$ cat config.mk
export PLATFORM = sky130hd
export DESIGN_NAME = prog_seq_nest
export DESIGN_NICKNAME = d
export VERILOG_FILES = /design/src/rtl/prog_seq_pkg.sv /design/src/rtl/prog_seq_stack.sv /design/src/rtl/prog_seq_nest.sv
export SDC_FILE = /design/constraint.sdc
export NUM_CORES = 1
export LEC_CHECK = 0
export ABC_CLOCK_PERIOD_IN_PS = 12850
export CORE_ASPECT_RATIO = 2
export CORE_MARGIN = 2
export CORE_UTILIZATION = 25
export DETAILED_ROUTE_END_ITERATION = 7
export GPL_TIMING_DRIVEN = 0
export PLACE_DENSITY = 0.41
export SLEW_MARGIN = 5
export SYNTH_ARGS = -nofsm -noshare
export SYNTH_HDL_FRONTEND = slang
export SYNTH_SLANG_ARGS = --single-unit
$ cat constraint.sdc
create_clock -name clk -period 12.85 [get_ports clk]
set_input_delay 2.57 -clock clk [delete_from_list [all_inputs] [get_ports clk]]
set_output_delay 2.57 -clock clk [all_outputs]
set_load 0.02 [all_outputs]
$ cat src/rtl/prog_seq_pkg.sv
// prog_seq_pkg: shared width defaults and loop-stack entry type for the nested-loop program sequencer
// Entry fields are sized by P_AW/P_CW; instances overriding AW/CW must keep them equal to these.
package prog_seq_pkg;
   localparam int P_AW    = 16;
   localparam int P_CW    = 12;
   localparam int P_DEPTH = 4;
   typedef struct packed {
      logic [P_AW-1:0] start_addr;
      logic [P_AW-1:0] end_addr;
      logic [P_CW-1:0] count;
      logic            valid;
   } loop_entry_t;
endpackage

$ cat src/rtl/prog_seq_stack.sv
// prog_seq_stack: LIFO of loop entries with push, pop of one or two, and decrement of the surviving top
// Ports: clk/reset (async active-low); push_i/push_data_i write a new top unless full;
// pop_n_i removes 0..2 entries; dec_i decrements the count of the top left after the pops;
// top_o/below_o read the two uppermost entries (zero when absent); full_o, empty_o, count_o.
module prog_seq_stack
   import prog_seq_pkg::*;
#(
   parameter int  DEPTH = P_DEPTH,
   localparam int DW    = $clog2(DEPTH) + 1
) (
   input  logic          clk,
   input  logic          reset,
   input  logic          push_i,
   input  loop_entry_t   push_data_i,
   input  logic [1:0]    pop_n_i,
   input  logic          dec_i,
   output loop_entry_t   top_o,
   output loop_entry_t   below_o,
   output logic          full_o,
   output logic          empty_o,
   output logic [DW-1:0] count_o
);
   localparam int IW = $clog2(DEPTH);
   loop_entry_t   mem_q [DEPTH];
   logic [DW-1:0] cnt_q;
   logic [IW-1:0] top_idx, blw_idx, dec_idx;
   logic          push_ok;
   assign top_idx = IW'(cnt_q - DW'(1));
   assign blw_idx = IW'(cnt_q - DW'(2));
   assign dec_idx = (pop_n_i != 2'd0) ? blw_idx : top_idx;
   assign full_o  = cnt_q == DW'(DEPTH);
   assign empty_o = cnt_q == '0;
   assign push_ok = push_i && !full_o;
   assign top_o   = empty_o ? '0 : mem_q[top_idx];
   assign below_o = (cnt_q >= DW'(2)) ? mem_q[blw_idx] : '0;
   assign count_o = cnt_q;
   always_ff @(posedge clk or negedge reset) begin
      if (!reset) begin
         cnt_q <= '0;
         for (int i = 0; i < DEPTH; i++) mem_q[i] <= '0;
      end else begin
         cnt_q <= cnt_q - DW'(pop_n_i) + DW'(push_ok);
         if (push_ok) mem_q[IW'(cnt_q)] <= push_data_i;
         if (dec_i) mem_q[dec_idx].count <= mem_q[dec_idx].count - P_CW'(1);
         if (pop_n_i != 2'd0) mem_q[top_idx].valid <= 1'b0;
         if (pop_n_i == 2'd2) mem_q[blw_idx].valid <= 1'b0;
      end
   end
endmodule

$ cat src/rtl/prog_seq_nest.sv
// prog_seq_nest: program address sequencer with hardware nested loops and optional branch
// Ports: clk, reset (async active-low); we/iter/size request a loop whose body is the next
// size+1 instructions run iter times; stall freezes everything; jump_en/jump_addr branch
// (only when PROG_SEQ_BRANCH_EN is defined, otherwise ignored); addr, depth, sticky err.
module prog_seq_nest
   import prog_seq_pkg::*;
#(
   parameter int AW    = P_AW,
   parameter int CW    = P_CW,
   parameter int DEPTH = P_DEPTH
) (
   input  logic                   clk,
   input  logic                   reset,
   input  logic                   we,
   input  logic [CW-1:0]          iter,
   input  logic [CW-1:0]          size,
   input  logic                   stall,
   input  logic                   jump_en,
   input  logic [AW-1:0]          jump_addr,
   output logic [AW-1:0]          addr,
   output logic [$clog2(DEPTH):0] depth,
   output logic                   err
);
   loop_entry_t   top, blw, new_ent;
   logic          full, empty, at_end, casc, dec, push, jmp;
   logic [1:0]    pop_n;
   logic [AW-1:0] addr_q, addr_d, addr_inc, jmp_tgt;
   logic          err_q, err_d;
`ifdef PROG_SEQ_BRANCH_EN
   assign jmp     = jump_en;
   assign jmp_tgt = jump_addr;
`else
   logic unused_jump;
   assign unused_jump = ^{jump_en, jump_addr};
   assign jmp         = 1'b0;
   assign jmp_tgt     = '0;
`endif
   assign addr_inc = addr_q + AW'(1);
   assign new_ent  = '{start_addr: addr_inc, end_addr: addr_inc + AW'(size), count: iter, valid: 1'b1};
   assign at_end   = !empty && top.valid && (addr_q == top.end_addr);
   // a popped loop may share its last instruction with the enclosing one
   assign casc     = blw.valid && (blw.end_addr == addr_q);
   always_comb begin
      addr_d = addr_inc;
      err_d  = err_q;
      pop_n  = 2'd0;
      dec    = 1'b0;
      push   = 1'b0;
      if (stall) begin
         addr_d = addr_q;
      end else if (jmp) begin
         addr_d = jmp_tgt;
         err_d  = err_q | we;
      end else if (at_end) begin
         err_d = err_q | we;
         if (top.count > CW'(1)) begin
            addr_d = top.start_addr;
            dec    = 1'b1;
         end else if (casc && blw.count > CW'(1)) begin
            addr_d = blw.start_addr;
            pop_n  = 2'd1;
            dec    = 1'b1;
         end else begin
            pop_n = casc ? 2'd2 : 2'd1;
         end
      end else if (we) begin
         err_d = err_q | full;
         push  = !full && iter > CW'(1);
      end
   end
   always_ff @(posedge clk or negedge reset) begin
      if (!reset) begin
         addr_q <= '0;
         err_q  <= 1'b0;
      end else begin
         addr_q <= addr_d;
         err_q  <= err_d;
      end
   end
   prog_seq_stack #(.DEPTH(DEPTH)) u_stack (
      .clk         (clk),
      .reset       (reset),
      .push_i      (push),
      .push_data_i (new_ent),
      .pop_n_i     (pop_n),
      .dec_i       (dec),
      .top_o       (top),
      .below_o     (blw),
      .full_o      (full),
      .empty_o     (empty),
      .count_o     (depth)
   );
   assign addr = addr_q;
   assign err  = err_q;
endmodule

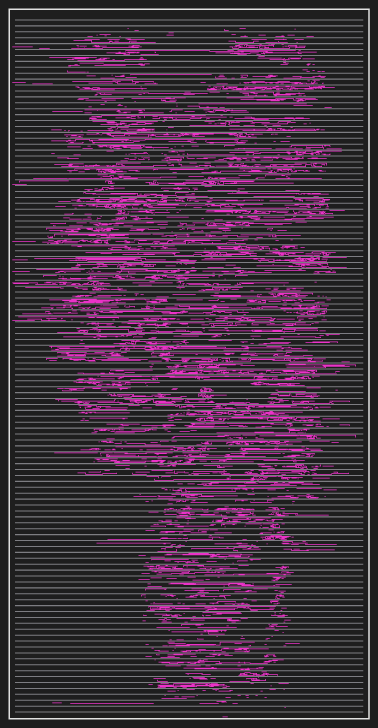
*Metal 1, run 1*
Supply wires on this layer in gray.
share of all routed wire: 35%
wire length on this layer: 17,400 um
main direction: horizontal
global routing usage on met1: 19.4%
routed via count: 10,006
total wirelength of the detailed-routed design: 49,500 um

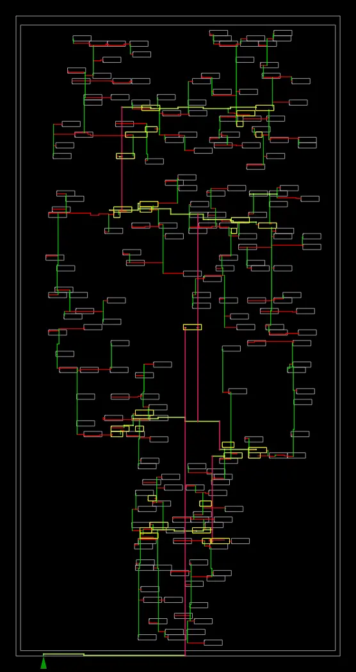
*The clock network, run 1*
Clock Skews: 19.5 ps
worst-skew pair later-pin latency: 480 ps
seq_cells: 200
number of sinks driven by the clock tree: 200

==> job_summary.md, run 1 <==
### Flow metrics

| Metric | Value |
|---|---|
| Outcome | `finished, final reports clean` |
| Pwr/cell area | `298 nW/um^2` |
| Synth Instances | `1,190` |
| Global-route wire length before repair | `73,200 um` |
| Sink of the worst hold path | `err` |
| Number of inverters outside the clock class in the layout | `34` |
| Highest-power group | `combinational logic` |
| Yosys chip area | `12,900 um^2` |
| Fin cells | `1,923` |
| Slew of the pin with the lowest slew margin | `1170 ps` |
| TritonCTS clock tree | `done` |
| Number of synthesized flops with an enable pin | `0` |
| Final core utilization | `29.2%` |
| Worst slew margin relative to its limit | `21.7%` |
| Power consumed by the clock network | `0.596 mW` |
| Max FO, Critical Path | `12` |
| Row cnt | `117` |
| Top-count cell post-synth | `sky130_fd_sc_hd__dfrtp_1` |
| Net switching fraction of the power | `47.6%` |
| Largest buffer count on any clock path | `2` |
| Met3 WL post-DR | `1480 um` |
| Commonest cells post-synth | `sky130_fd_sc_hd__dfrtp_1, sky130_fd_sc_hd__mux2i_1, sky130_fd_sc_hd__nand2_1` |
| Crit path DRT | `13,190 ps` |
| Hold WS | `505 ps` |
| Mapped Nets | `1,261` |
| Class of the tightest hold or removal check | `reg2reg` |
| H-tree depth | `4` |
| Internal power contribution | `2.32 mW` |
| Number of design-rule violations left by the first detailed-router iteration | `508` |
| Total of max-cap violations | `0` |
| X dimension of the die | `165 um` |
| Floorplan core density | `25.4%` |
| Predominant post-synthesis flop cell | `sky130_fd_sc_hd__dfrtp_1` |
| IO buf count | `46` |
| Warnings, synthesis | `0` |
| Final antenna diode count | `0` |
| Top library cells by usage in the layout, fill and taps aside | `sky130_fd_sc_hd__dfrtp_1, sky130_fd_sc_hd__mux2i_1, sky130_fd_sc_hd__nand2_1` |
| R2R depth | `26` |
| Clk tree area frac | `4.28%` |
| Fraction of standard cell area in multi-input logic | `49.7%` |
| Initial antenna violation count | `0` |
| Number of hold violations in the final report | `0` |
| Worst-path clk slew | `90 ps` |
| DP HPWL | `37,900 um` |
| Proportion of synthesized flip-flops having asynchronous set or reset | `100%` |
| Grt peak-use layer | `met2` |
| Area of the placeable core | `50,900 um^2` |
| Top cell excl fill/tap | `sky130_fd_sc_hd__dfrtp_1` |
| Startpoint type of the worst setup path | `register` |
| Wire per inst | `25.8 um` |
| Cell type with the largest total area after synthesis | `sky130_fd_sc_hd__dfrtp_1` |
| OpenROAD warning count | `51` |
| Fraction of cell area in non-clock buffers | `6.07%` |
| Area share of xor/xnor cells in the synthesized design | `4.33%` |
| Worst hold path startpoint | `err` |
| Static leakage | `6.47 nW` |
| Clock Power Share | `13.5%` |
| Number of library cell types mapped by synthesis | `71` |
| Seq cells post-synth | `200` |
| Part of the power in registers | `26.7%` |
| Area occupied by registers | `5000 um^2` |
| Number of clock buffer instances in the layout | `17` |
| Height of the die | `326 um` |
| Power dissipated in combinational cells | `2.65 mW` |
| Final Critical Period | `9150 ps` |
| Critical Path End Type | `register` |
| Worst EP arrival | `9500 ps` |
| Count of cells along the worst hold path | `1` |
| Final period utilization | `71.2%` |
| Top area contributor share | `38.7%` |
| Fraction of standard cell area that is sequential | `33.6%` |
| Total congestion overflow | `0` |
| Met3 global-route usage | `2.25%` |
| Fmax | `0.109 GHz` |
| Post-synthesis simple-gate area fraction | `10.4%` |
| Post-Place Cells | `1,891` |
| Area fraction in compound gates after synthesis | `9.90%` |
| Mux frac, synth | `29.8%` |
| Number of fillers in the final layout | `5,359` |
| Largest net degree at the start of global routing | `105` |
| TritonCTS Buffers | `17` |
| Count of TritonRoute iterations in the first routing pass | `5` |
| Dominant kind of combinational cell | `multiplexers` |
| Routing usage on met2 | `36.3%` |
| Post-synthesis instance area | `12,900 um^2` |
| Non-Clock Buffer Count | `133` |
| Buffer type at the clock tree root | `sky130_fd_sc_hd__clkbuf_16` |
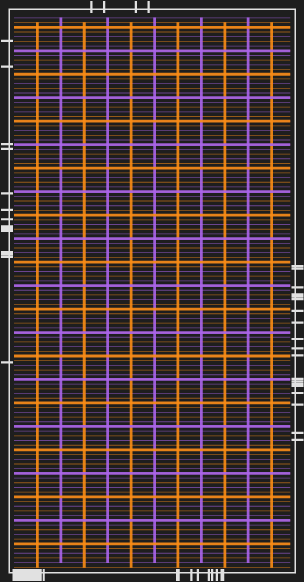
*Supply network, run 1*
Pins as bars on the die edge.
legend:
  VSS:
    color: orange
  VDD:
    color: purple
met1 rails: 118
signal pins: 65
rows: 117
met5 straps: 23
met4 straps: 11

==> run 1: through the flow <==
| step | TNS, ps | setup slack [ps] | instance area, um^2 |
|---|---|---|---|
| CTS | 0 | 3730 | 14900 |
| detailed placement | 0 | 3760 | 14200 |
| global route | 0 | 3370 | 14900 |
| floorplan | 0 | 6730 | 12900 |
| global placement | -16890 | -135 | 14200 |
| finish | 0 | 3700 | 14900 |
==> run 1: critical path, stage by stage (launching register included) <==
cell                       delay (ps)
sky130_fd_sc_hd__dfrtp_1          530
sky130_fd_sc_hd__clkbuf_1         660
sky130_fd_sc_hd__clkbuf_1         690
sky130_fd_sc_hd__buf_2            490
sky130_fd_sc_hd__buf_2            370
sky130_fd_sc_hd__inv_1            140
sky130_fd_sc_hd__clkbuf_1         330
sky130_fd_sc_hd__buf_1            470
sky130_fd_sc_hd__ha_1             440
sky130_fd_sc_hd__buf_6            180
sky130_fd_sc_hd__buf_6            200
sky130_fd_sc_hd__mux2i_1          340
sky130_fd_sc_hd__xnor2_1          100
sky130_fd_sc_hd__a2111o_1         480
sky130_fd_sc_hd__nor4_4           430
sky130_fd_sc_hd__and4_1           250
sky130_fd_sc_hd__buf_2            260
sky130_fd_sc_hd__buf_1            580
sky130_fd_sc_hd__nand2_1          100
sky130_fd_sc_hd__nand2_1          170
sky130_fd_sc_hd__inv_1             90
sky130_fd_sc_hd__ha_1             240
sky130_fd_sc_hd__o311a_1          180
sky130_fd_sc_hd__o211ai_1         360
sky130_fd_sc_hd__o21ai_0          190
sky130_fd_sc_hd__a221oi_1         520
sky130_fd_sc_hd__mux2i_1          160
==> run 1: cells by family (layout without fill, tap and decap cells) <==
group           count (synthesis)  after routing
buf+inv                       120            199
compound gates                216            216
fa+ha+maj                      26             26
simple gates                  272            272
mux                           293            293
xor+xnor                       63             63
flops                         200            200
## Run 2: what changed since run 1
--- a/config.mk
+++ b/config.mk
@@ -5,7 +5,7 @@
 export SDC_FILE = /design/constraint.sdc
 export NUM_CORES = 1
 export LEC_CHECK = 0
-export ABC_CLOCK_PERIOD_IN_PS = 12850
+export ABC_CLOCK_PERIOD_IN_PS = 9180
 export CORE_ASPECT_RATIO = 2
 export CORE_MARGIN = 2
 export CORE_UTILIZATION = 25
==> constraint.sdc (replaced) <==
create_clock -name clk -period 9.18 [get_ports clk]
set_input_delay 1.836 -clock clk [delete_from_list [all_inputs] [get_ports clk]]
set_output_delay 1.836 -clock clk [all_outputs]
set_load 0.02 [all_outputs]
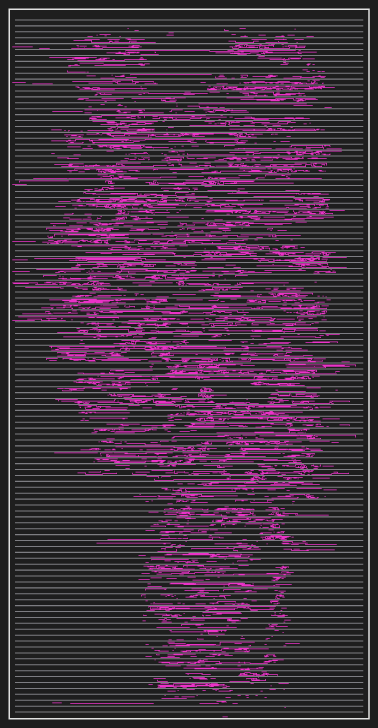
*Metal 1, run 2*
Supply wires on this layer in gray.
longest straight run: 61.6 um
share of all routed wire: 35%

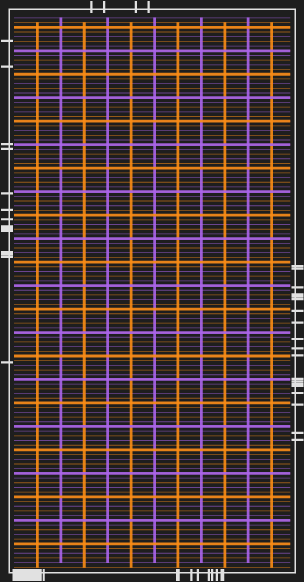
*Supply network, run 2*
Pins as bars on the die edge.
legend:
  VSS:
    color: orange
  VDD:
    color: purple
met5 straps: 23
signal pins: 65
rows: 117
met4 straps: 11
met1 rails: 118
x dimension of the die: 165 um
area of the placeable core: 50,900 um^2
height of the die: 326 um
Peak VDD IR: 0.000134 V

==> job_summary.md, run 2 <==
### Flow metrics

| Metric | Value |
|---|---|
| Worst-skew pair later-pin latency | `480 ps (about the same)` |
| Final period utilization | `93.4% (was 71.2%)` |
| Clock Skews | `19.5 ps (about the same)` |
| Top-count cell post-synth | `sky130_fd_sc_hd__dfrtp_1 (unchanged)` |
| Number of logic stages on the critical path including buffering | `26 (unchanged)` |
| Count of TritonRoute iterations in the first routing pass | `5 (unchanged)` |
| Final Instance Area | `14,900 um^2 (about the same)` |
| Top cell excl fill/tap | `sky130_fd_sc_hd__dfrtp_1 (unchanged)` |
| IO buf count | `46 (unchanged)` |
| DP HPWL | `37,900 um (unchanged)` |
| Post-layout worst setup margin | `604 ps (was 3700 ps)` |
| Total wirelength of the detailed-routed design | `49,500 um (about the same)` |
| Predominant post-synthesis flop cell | `sky130_fd_sc_hd__dfrtp_1 (unchanged)` |
| Yosys chip area | `12,900 um^2 (unchanged)` |
| Wire per inst | `25.8 um (about the same)` |
| Cell type with the largest total area after synthesis | `sky130_fd_sc_hd__dfrtp_1 (unchanged)` |
| Top library cells by usage in the layout, fill and taps aside | `sky130_fd_sc_hd__dfrtp_1, sky130_fd_sc_hd__mux2i_1, sky130_fd_sc_hd__nand2_1 (unchanged)` |
| Part of the power in registers | `26.7% (about the same)` |
| Number of sinks driven by the clock tree | `200 (unchanged)` |
| Count of cells along the worst hold path | `1 (unchanged)` |
| Critical Path End Type | `register (unchanged)` |
| Worst EP arrival | `8920 ps (was 9500 ps)` |
| Max FO, Critical Path | `12 (unchanged)` |
| TritonCTS Buffers | `17 (unchanged)` |
| Clock Power Share | `13.5% (about the same)` |
| Placed standard-cell area | `14,200 um^2 (unchanged)` |
| Worst hold path startpoint | `err (unchanged)` |
| Hold WS | `505 ps (unchanged)` |
| Class of the tightest hold or removal check | `reg2reg (unchanged)` |
| Worst slew margin relative to its limit | `21.7% (about the same)` |
| Post-Place Cells | `1,891 (unchanged)` |
| Final Critical Period | `8580 ps (was 9150 ps)` |
| H-tree depth | `4 (unchanged)` |
| R2R depth | `26 (unchanged)` |
| Post-synthesis instance area | `12,900 um^2 (unchanged)` |
| Number of library cell types mapped by synthesis | `71 (unchanged)` |
| Fmax | `0.117 GHz (was 0.109 GHz)` |
| Final core utilization | `29.2% (about the same)` |
| Internal power contribution | `3.25 mW (was 2.32 mW)` |
| Commonest cells post-synth | `sky130_fd_sc_hd__dfrtp_1, sky130_fd_sc_hd__mux2i_1, sky130_fd_sc_hd__nand2_1 (unchanged)` |
| Slowest stage cell on the critical path | `sky130_fd_sc_hd__buf_1 (was sky130_fd_sc_hd__clkbuf_1)` |
| Family with the most delay on the worst path | `buffers and inverters (unchanged)` |
| Slew of the pin with the lowest slew margin | `1170 ps (about the same)` |
| Mapped Nets | `1,261 (unchanged)` |
| TritonCTS clock tree | `done (unchanged)` |
| Buf/Inv on CP | `12 (unchanged)` |
| Number of hold violations in the final report | `0 (unchanged)` |
| Largest stage delay on the critical path | `580 ps (was 690 ps)` |
| Net switching fraction of the power | `47.6% (about the same)` |
| Synth Instances | `1,190 (unchanged)` |
| Row cnt | `117 (unchanged)` |
| Number of synthesized flops with an enable pin | `0 (unchanged)` |
| Static leakage | `6.48 nW (was 6.47 nW)` |
| Startpoint type of the worst setup path | `register (unchanged)` |
| Largest buffer count on any clock path | `2 (unchanged)` |
| Total global routing track utilization | `19.1% (unchanged)` |
| Worst-path clk slew | `90 ps (about the same)` |
| Total of max-cap violations | `0 (unchanged)` |
| Number of placed I/O pins | `65 (unchanged)` |
| Initial antenna violation count | `0 (unchanged)` |
| Largest net degree at the start of global routing | `105 (unchanged)` |
| Power dissipated in combinational cells | `3.71 mW (was 2.65 mW)` |
| Setup TNS | `0 ps (unchanged)` |
| DRC viols | `0 (unchanged)` |
| Number of fillers in the final layout | `5,357 (was 5,359)` |
| Via count of the first global-routing pass | `10,765 (unchanged)` |
| Warnings, synthesis | `0 (unchanged)` |
| Fraction of layout instances using a drive strength above 1 | `18.2% (was 18.0%)` |
| Number of design-rule violations left by the first detailed-router iteration | `511 (was 508)` |
| Highest-power group | `combinational logic (unchanged)` |
| Global-route wire length before repair | `73,200 um (unchanged)` |
| Proportion of synthesized flip-flops having asynchronous set or reset | `100% (unchanged)` |
| Top area contributor share | `38.7% (unchanged)` |
| Power consumed by the clock network | `0.835 mW (was 0.596 mW)` |
| Outcome | `finished, final reports clean (unchanged)` |
| Final antenna diode count | `0 (unchanged)` |
| OpenROAD warning count | `51 (unchanged)` |
| Total congestion overflow | `0 (unchanged)` |
run 2: kinds of logic (layout without fill, tap and decap cells):
| logic type | after synthesis | in the layout | share of synthesized area [%] |
|---|---|---|---|
| muxes | 293 | 293 | 29.8 |
| and+or+nand+nor | 272 | 272 | 10.4 |
| DFF | 200 | 200 | 38.7 |
| buffers and inverters | 120 | 199 | 4.16 |
| xor gates and xnor gates | 63 | 63 | 4.33 |
| adders and majority gates | 26 | 26 | 2.63 |
| AOI/OAI and AO/OA | 216 | 216 | 9.90 |
run 2: worst max-delay path by stage:
stage / from / to / slack (ps)
final: u_stack.count_o[1] / u_stack.mem_q[144] / 600
after CTS: u_stack.count_o[1] / u_stack.mem_q[144] / 60
after global placement: reset / async pin / -3070
after global routing: u_stack.count_o[1] / u_stack.mem_q[144] / 260
after detailed placement: u_stack.count_o[1] / u_stack.mem_q[144] / 90
after floorplan: u_stack.count_o[1] / u_stack.mem_q[144] / 3060
run 2: cell type report:
| type | instances | area, um^2 | share of cell area, % |
|---|---|---|---|
| buffer | 86 | 413 | 2.77 |
| clock buffer | 17 | 425 | 2.86 |
| clock inverter | 15 | 211 | 1.42 |
| inverter | 34 | 128 | 0.858 |
| multi-input combinational | 870 | 7390 | 49.6 |
| sequential | 200 | 5000 | 33.6 |
| tap | 654 | 818 | 5.50 |
| timing repair buffer | 47 | 493 | 3.31 |
run 2: timing repair:
item,4_1_cts,5_1_grt
hold endpoints to repair,0,0
gates resized,0,4
endpoints found under the setup margin,0,4
run 2: per-layer routing:
layer | track usage, % | share of wire [%] | vias up
li1 | - | - | 4527
met5 | 0 | 0 | -
met4 | 11.7 | 6.3 | 0
met3 | 2.25 | 3.0 | 93
met2 | 36.3 | 56 | 263
met1 | 19.4 | 35 | 5125
## Run 3: what changed since run 2
--- a/config.mk
+++ b/config.mk
@@ -7,7 +7,7 @@
 export LEC_CHECK = 0
 export ABC_CLOCK_PERIOD_IN_PS = 9180
 export CORE_ASPECT_RATIO = 2
-export CORE_MARGIN = 2
+export CORE_MARGIN = 4
 export CORE_UTILIZATION = 25
 export DETAILED_ROUTE_END_ITERATION = 7
 export GPL_TIMING_DRIVEN = 0
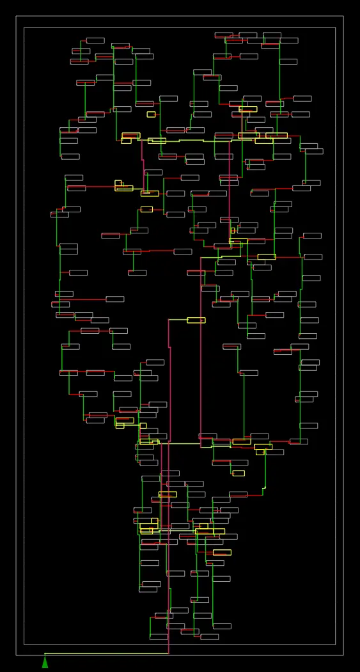
*The clock network, run 3*
TritonCTS Buffers: 17
Clock Skews: 24.4 ps

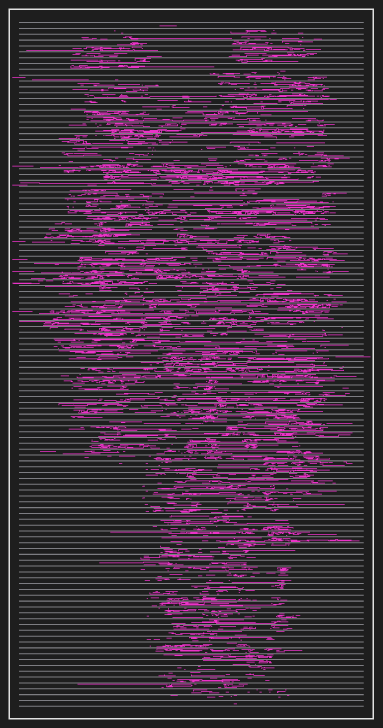
*Metal 1, run 3*
Supply wires on this layer in gray.
share of all routed wire: 35%
longest straight run: 59.3 um
wire length on this layer: 17,400 um
main direction: horizontal

==> job_summary.md, run 3 <==
### Flow metrics

| Metric | Value |
|---|---|
| Area occupied by registers | `5000 um^2 (unchanged)` |
| Commonest cells post-synth | `sky130_fd_sc_hd__dfrtp_1, sky130_fd_sc_hd__mux2i_1, sky130_fd_sc_hd__nand2_1 (unchanged)` |
| Top-count cell post-synth | `sky130_fd_sc_hd__dfrtp_1 (unchanged)` |
| Global-route wire length before repair | `72,600 um (was 73,200 um)` |
| X dimension of the die | `169 um (was 165 um)` |
| Count of TritonRoute iterations in the first routing pass | `5 (unchanged)` |
| Worst EP arrival | `8910 ps (was 8920 ps)` |
| Fraction of standard cell area that is sequential | `33.6% (about the same)` |
| Max FO, Critical Path | `12 (unchanged)` |
| Final period utilization | `93.4% (about the same)` |
| Wire per inst | `25.9 um (was 25.8 um)` |
| Height of the die | `330 um (was 326 um)` |
| Seq_cells | `200 (unchanged)` |
| Clock Power Share | `13.5% (about the same)` |
| Top area contributor share | `38.7% (unchanged)` |
| Total global routing track utilization | `18.0% (was 19.1%)` |
| Most prevalent standard cell on the critical path | `sky130_fd_sc_hd__buf_2 (unchanged)` |
| Buffer type at the clock tree root | `sky130_fd_sc_hd__clkbuf_16 (unchanged)` |
| Fin cells | `1,924 (was 1,923)` |
| Number of synthesized flops with an enable pin | `0 (unchanged)` |
| Number of inverters outside the clock class in the layout | `34 (unchanged)` |
| Post-synthesis instance area | `12,900 um^2 (unchanged)` |
| Cell type with the largest total area after synthesis | `sky130_fd_sc_hd__dfrtp_1 (unchanged)` |
| Largest net degree at the start of global routing | `103 (was 105)` |
| Outcome | `finished, final reports clean (unchanged)` |
| Critical Path End Type | `register (unchanged)` |
| Yosys chip area | `12,900 um^2 (unchanged)` |
| H-tree depth | `4 (unchanged)` |
| Part of the power in registers | `26.6% (was 26.7%)` |
| Peak VDD IR | `0.000156 V (was 0.000134 V)` |
| Worst-skew pair later-pin latency | `480 ps (about the same)` |
| Fmax | `0.117 GHz (about the same)` |
| Number of placed I/O pins | `65 (unchanged)` |
| OpenROAD warning count | `51 (unchanged)` |
| Static leakage | `6.50 nW (was 6.48 nW)` |
| TritonCTS clock tree | `done (unchanged)` |
[run 3: cell counts after synthesis]
Identical to the previous run, type by type.
[run 3: per-layer routing]
metal / vias up / track usage (%) / share of wire [%]
met3: 90 / 1.93 / 2.7
met5: - / 0 / 0
met4: 0 / 11.0 / 6.5
li1: 4520 / - / -
met1: 5117 / 18.1 / 35
met2: 244 / 34.9 / 56
[run 3: final timing paths]
path	from	endpoint	slack, ps	cells after the start
worst min-delay path	err	err	480	1
max in group asynchronous	reset	u_stack.mem_q[147]	6830	3
min in group asynchronous	reset	async pin	1360	2
worst max-delay path	u_stack.count_o[1]	u_stack.mem_q[99]	610	26
worst max register to register	u_stack.count_o[1]	u_stack.mem_q[99]	610	26
worst min register to register	err	err	480	1
[run 3: power by group through the flow]
stage               clock network [mW]  registers [mW]  logic, mW
finish                           0.840            1.65       3.71
global route                     0.891            1.70       3.97
CTS                              0.863            1.65       3.74
detailed placement                   0            1.67       3.73
global placement                     0            1.65       3.69
floorplan                            0            1.55       2.55
[run 3: per-stage QoR]
step                TNS (ps)  power, mW  instance area (um^2)  hold WS (ps)
floorplan                  0       4.10                 12900           461
global placement     -599370       5.34                 14200           472
detailed placement         0       5.40                 14300           461
CTS                        0       6.25                 14900           486
global route               0       6.56                 14900           498
finish                     0       6.20                 14900           484
[run 3: timing repair]
action,CTS,global route
resized,0,4
endpoints found under the setup margin,0,8
buffers inserted,0,0
[run 3: kinds of logic after synthesis]
group / count (synthesis) / share of synthesized area (%)
compound gates: 216 / 9.90
xor+xnor: 63 / 4.33
fa+ha+maj: 26 / 2.63
buf+inv: 120 / 4.16
flops: 200 / 38.7
mux: 293 / 29.8
simple gates: 272 / 10.4
Power is estimated from default activity; no workload was simulated.
